`src/rtl/threshold_table_loader_pkg.sv`:
```
// Shared constants, width derivation and state encoding for the threshold table loader.
package threshold_table_loader_pkg;

  localparam int unsigned VECTOR_WIDTH_DEF = 920;
  localparam int unsigned COEF_WIDTH_DEF   = 16;
  localparam int unsigned FRAC_BITS_DEF    = 12;

  // Same width rule the comparator uses for its count/threshold words.
  function automatic int unsigned cnt_width(input int unsigned vw);
    return $clog2(vw);
  endfunction

  // Largest entry value representable in a cw-bit threshold word.
  function automatic int unsigned sat_max(input int unsigned cw);
    return (32'(1) << cw) - 32'(1);
  endfunction

  localparam int unsigned CNT_WIDTH_DEF = cnt_width(VECTOR_WIDTH_DEF);
  localparam int unsigned SAT_MAX_DEF   = sat_max(CNT_WIDTH_DEF);

  typedef enum logic [1:0] {
    ST_IDLE  = 2'd0,
    ST_WRITE = 2'd1,
    ST_DONE  = 2'd2
  } state_t;

endpackage

```
`src/rtl/threshold_table_loader.sv`:
```
// Walks count addresses 0..VECTOR_WIDTH and writes saturated fixed-point thresholds
// into the comparator RAM, one per cycle, holding off the fingerprint stream via o_Busy.
module threshold_table_loader
  import threshold_table_loader_pkg::*;
#(
  parameter int unsigned VECTOR_WIDTH = VECTOR_WIDTH_DEF,
  parameter int unsigned COEF_WIDTH   = COEF_WIDTH_DEF,
  parameter int unsigned FRAC_BITS    = FRAC_BITS_DEF,
  parameter int unsigned CNT_WIDTH    = cnt_width(VECTOR_WIDTH)
) (
  input  logic                  clk,
  input  logic                  rstn,
  input  logic                  i_Start,
  input  logic [COEF_WIDTH-1:0] i_Coef,
  input  logic                  i_Hold,
  output logic [CNT_WIDTH-1:0]  o_BRAM_Addr,
  output logic [CNT_WIDTH-1:0]  o_BRAM_Din,
  output logic                  o_BRAM_En,
  output logic                  o_BRAM_WrEn,
  output logic                  o_Busy,
  output logic                  o_Done
);

  // Address counter carries one extra bit so it can reach VECTOR_WIDTH+1.
  localparam int unsigned ADR_W   = CNT_WIDTH + 1;
  localparam int unsigned ACC_W   = CNT_WIDTH + COEF_WIDTH;
  localparam int unsigned SAT_MAX = sat_max(CNT_WIDTH);

  state_t                state, state_nx;
  logic [ADR_W-1:0]      c, c_nx, src_c;
  logic [ACC_W-1:0]      acc, acc_nx, src_acc, quo;
  logic [COEF_WIDTH-1:0] coef, coef_nx, src_coef;
  logic [CNT_WIDTH-1:0]  addr_nx, din_nx;
  logic                  en_nx, busy_nx, done_nx, step;

  always_ff @(posedge clk) begin
    if (!rstn) begin
      state       <= ST_IDLE;
      c           <= '0;
      acc         <= '0;
      coef        <= '0;
      o_BRAM_Addr <= '0;
      o_BRAM_Din  <= '0;
      o_BRAM_En   <= 1'b0;
      o_BRAM_WrEn <= 1'b0;
      o_Busy      <= 1'b0;
      o_Done      <= 1'b0;
    end else begin
      state       <= state_nx;
      c           <= c_nx;
      acc         <= acc_nx;
      coef        <= coef_nx;
      o_BRAM_Addr <= addr_nx;
      o_BRAM_Din  <= din_nx;
      o_BRAM_En   <= en_nx;
      o_BRAM_WrEn <= en_nx;
      o_Busy      <= busy_nx;
      o_Done      <= done_nx;
    end
  end

  // Outputs are decided one edge ahead so a write is visible the cycle after acceptance.
  always_comb begin
    state_nx = state;
    c_nx     = c;
    acc_nx   = acc;
    coef_nx  = coef;
    addr_nx  = o_BRAM_Addr;
    din_nx   = o_BRAM_Din;
    en_nx    = 1'b0;
    busy_nx  = o_Busy;
    done_nx  = 1'b0;
    src_c    = c;
    src_acc  = acc;
    src_coef = coef;
    step     = 1'b0;

    unique case (state)
      ST_IDLE: begin
        if (i_Start) begin
          state_nx = ST_WRITE;
          coef_nx  = i_Coef;
          src_c    = '0;
          src_acc  = '0;
          src_coef = i_Coef;
          busy_nx  = 1'b1;
          step     = 1'b1;
        end
      end
      ST_WRITE: begin
        if (c == ADR_W'(VECTOR_WIDTH + 1)) begin
          state_nx = ST_DONE;
          done_nx  = 1'b1;
          addr_nx  = '0;
          din_nx   = '0;
        end else begin
          step = 1'b1;
        end
      end
      ST_DONE: begin
        state_nx = ST_IDLE;
        busy_nx  = 1'b0;
      end
      default: state_nx = ST_IDLE;
    endcase

    quo = src_acc >> FRAC_BITS;

    // A held cycle leaves counter, accumulator and the last Addr/Din untouched.
    if (step) begin
      if (!i_Hold) begin
        addr_nx = CNT_WIDTH'(src_c);
        din_nx  = (quo > ACC_W'(SAT_MAX)) ? CNT_WIDTH'(SAT_MAX) : CNT_WIDTH'(quo);
        en_nx   = 1'b1;
        c_nx    = src_c + ADR_W'(1);
        acc_nx  = src_acc + ACC_W'(src_coef);
      end else begin
        c_nx   = src_c;
        acc_nx = src_acc;
      end
    end
  end

endmodule

```
`config.mk`:
```
export PLATFORM = sky130hd
export DESIGN_NAME = threshold_table_loader
export DESIGN_NICKNAME = d
export VERILOG_FILES = /design/src/rtl/threshold_table_loader_pkg.sv /design/src/rtl/threshold_table_loader.sv
export SDC_FILE = /design/constraint.sdc
export NUM_CORES = 1
export LEC_CHECK = 0
export CAP_MARGIN = 20
export CORE_UTILIZATION = 35
export DETAILED_ROUTE_END_ITERATION = 7
export HOLD_SLACK_MARGIN = 0.12
export PLACE_DENSITY = 0.54
export SLEW_MARGIN = 20
export SYNTH_ARGS = -nofsm -noshare
export SYNTH_HDL_FRONTEND = slang
export SYNTH_SLANG_ARGS = --single-unit
```
`constraint.sdc`:
```
create_clock -name clk -period 4.6 [get_ports clk]
set_input_delay 0.92 -clock clk [delete_from_list [all_inputs] [get_ports clk]]
set_output_delay 0.92 -clock clk [all_outputs]
set_load 0.1 [all_outputs]
```
==> flow_results.org <==
* Flow results

** Outcome
- Status :: completed

** Power
- The script computed the net switching share of total power as between 20 and 30%.
- Power in the clock group :: ~640 uW
- Max IR drop VDD :: roughly 0.16 mV
- Combinational power :: 289 uW
- Register share of total power :: about 44%
- The flow reported a cell area power density of roughly 340 nW/um^2.
- The internal portion of the total power is roughly 1.2 mW.

** Placed design
- Port Buffers :: 43
- Final weighted congestion in routability-driven placement :: ~0.84
- HPWL reported at the end of detailed placement :: 6767 um

** Logic synthesis
- Ys async rst share :: 0%
- Among the non-sequential cells, simple AND/OR/NAND/NOR gates take the most area.
- The cell-mix breakdown from Yosys lists the adder-cell area share as 5.937%.
- Count of cell types in the netlist :: ~54
- Summing the areas of all and, or, nand and nor instances in the mapped netlist gives around 25% of the synthesized area.
- Post-synthesis xor/xnor area fraction :: slightly above 5%
- The area recorded from the Yosys report for this design is roughly 3900 sq um.
- Number of flops mapped to enable cells by yosys :: 0
- Yosys reg bits :: 78
- Compound-gate portion of the synthesized area :: ~20%
- Per Yosys stat, the portion of area used by sequential elements is about two fifths.
- In the Yosys report the total cell count is around 500.

** Cells and area
- Commonest Layout Cell :: nand2_1
- With fillers left out, the area of the finished cells amounts to 4781 sq um.
- The final antenna diode tally reported by the flow is 0.
- Fraction of final layout cells sized beyond drive strength 1 :: approximately 6.9%
- Commonest cells after routing, fill and taps aside :: nand2_1, dfxtp_1, a21oi_1
- Layout filler cell count :: ~1,100
- Nets@finish :: between 500 and 600

** Worst setup path
- At the worst endpoint, the required time is between 4 and 5 ns.
- The slowest stage of the critical path is the clkdlybuf4s50_1 cell.
- Looking at the reg2reg group, the worst path starts from state[0].
- The worst setup path is launched from an input pin.
- Data arrival at the endpoint of the critical path :: ~4.3 ns
- The report puts the cell count of the worst reg-to-reg path at 14.
- Critical path's largest stage delay :: 0.46 ns
- Along the critical path, the tally of buffer and inverter instances is 2.
- In this run the critical register-to-register path is captured at acc[22].
- Ordered list of cells on the worst path :: clkdlybuf4s50_1, nor2b_1, nand2_1, nand2_1, nand2_1, ha_1, fa_1, a21oi_1, o22ai_1, o2111ai_1, nand2_1, a41oi_1, buf_4, o211ai_1, a21oi_1
- For reference, the critical path is launched at i_Start.
- Crit path max-delay family :: AND-OR/OR-AND gates

** Die
- Area of the chip :: between 10,000 and 15,000 sq um
- Height of the die :: 107.8 um
- The share of the core area taken by cells at floorplan is between 30% and 40%.
- The floorplan step set the die width to ~110 um.
- The floorplan has 38 rows.

** Clock tree
- Post-CTS repair ended up resizing 0 cells.
- Worst-Skew Late Latency :: around 0.35 ns
- Depth of the CTS H-tree :: 3
- The clock tree has to reach a little under 80 sinks.
- Clock-pin slew on the worst setup and hold paths :: 0.09 ns
- Per the CTS log, the buffer count on the longest clock path is 2.
- Number of post-CTS setup repair buffers :: 0

** STA
- Max-slew headroom at the worst pin :: about a third
- Minimum period implied by the final worst setup slack :: about 4.0 ns
- Dividing the final minimum period by the clock period gives ~87%.
- Slew @ Worst Pin :: about 1 ns
- For reference, the final report shows the hold violation count at 0.

** Worst hold path
- Path category of the worst min-delay check :: reg2reg
- Hold Crit Depth :: 2
- Looking at the hold checks, the worst path lands on acc[14].

** Global route
- Leftover overflow at the end of global routing :: 0
- Entering global routing, the biggest net connects 34 pins.
- Global-route wire length before repair :: 16,370 um

** Detailed routing
- According to the report, the first pass of detailed routing completed in 6 iterations.
- After detailed routing, the number of vias per cell comes to approximately 5.2.
- Detailed Route Iter0 Violations :: roughly 160

** Run
- Across the run, the number of max-cap violations was 0.
- Total number of warnings across the stage logs :: 26
metal layers:
| metal | vias up | GRT usage [%] | routed length (um) | share of wire (%) |
|---|---|---|---|---|
| li1 | 1813 | - | - | - |
| met1 | 1665 | 24.27 | 4955 | 51 |
| met2 | 63 | 28.34 | 4269 | 44 |
| met3 | 7 | 3.511 | 301 | 3.1 |
| met4 | 0 | 5.479 | 99 | 1.0 |
| met5 | - | 0 | 0 | 0 |
state kept, by name (all words and copies together) (netlist names):
name	count
acc	26
o_BRAM_Addr	10
o_BRAM_WrEn	1
o_Done	1
coef	16
state	2
o_Busy	1
c	11
o_BRAM_Din	10
synth_stat cells, drive strengths merged (12+ instances only):
| library cell | n | area [sq um] |
|---|---|---|
| a21oi | 65 | 329.1 |
| and3 | 12 | 80.08 |
| clkbuf | 17 | 63.81 |
| dfxtp | 78 | 1562 |
| ha | 17 | 212.7 |
| inv | 15 | 56.30 |
| nand2 | 87 | 326.6 |
| nand3 | 17 | 85.08 |
| nor2 | 46 | 172.7 |
| nor2b | 15 | 93.84 |
| xnor2 | 13 | 113.9 |
final cells by class:
| type | count | area [sq um] | area share [%] |
|---|---|---|---|
| clock inverter | 5 | 106.4 | 2.225 |
| multi-input combinational | 376 | 2218 | 46.40 |
| clock buffer | 10 | 137.6 | 2.879 |
| inverter | 15 | 56.30 | 1.178 |
| tap | 140 | 175.2 | 3.664 |
| sequential | 78 | 1562 | 32.66 |
| timing repair buffer | 54 | 525.5 | 10.99 |
metrics by stage:
| stage | hold slack (ns) | instances |
|---|---|---|
| 6_report | 0.4586 | 678 |
| 5_1_grt | 0.4897 | 678 |
| 4_1_cts | 0.4552 | 678 |
| 3_5_place_dp | 0.4430 | 663 |
| 3_3_place_gp | 0.4362 | 663 |
| 2_1_floorplan | 0.4273 | 493 |
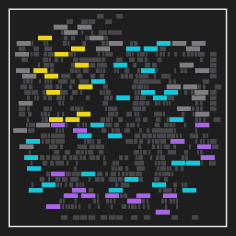
(where the registers sit)
Drawn at 2 px/um.
colour	netlist name	flops
purple	coef	16
yellow	c	11
cyan	acc	26

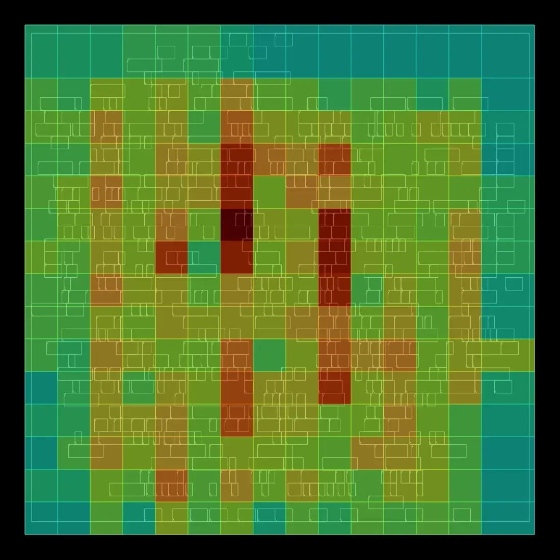
(routing congestion)
routed len/inst: 14.20 um
busiest metal layer after global routing: met2
Total Routing Usage GR: 17.87%
met1 track demand over resource: 24.27%
GRT met2 Usage: 28.34%

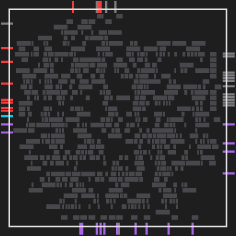
(pin map)
Drawn at 2 px/um. Pins as bars across the die edge, other pins in grey.
colour	port	pins	direction	edge
purple	i_Coef	16	input	10 bottom, 4 right, 2 left
cyan	o_Done	1	output	left
red	o_BRAM_Addr	10	output	7 left, 3 top

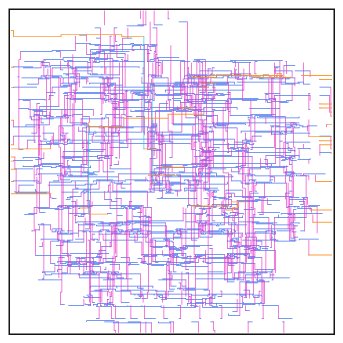
(routed metal, one colour a layer)
Drawn at 3 px/um.
colour	layer	wire length
magenta	met2	4,270 um
orange	met3	301 um
blue	met1	4,960 um
cyan	met4	100 um
DR vias: 3,548
wirelength, routed: 9625 um

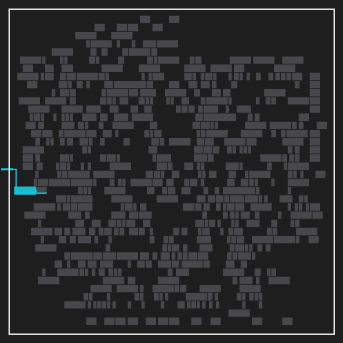
(I/O nets highlighted)
Drawn at 3 px/um.
colour	port	bits	direction	end cells	wire
cyan	o_Done	1	output	1	20.9 um

No activity file was given, so power comes from the tool's default toggle rates.
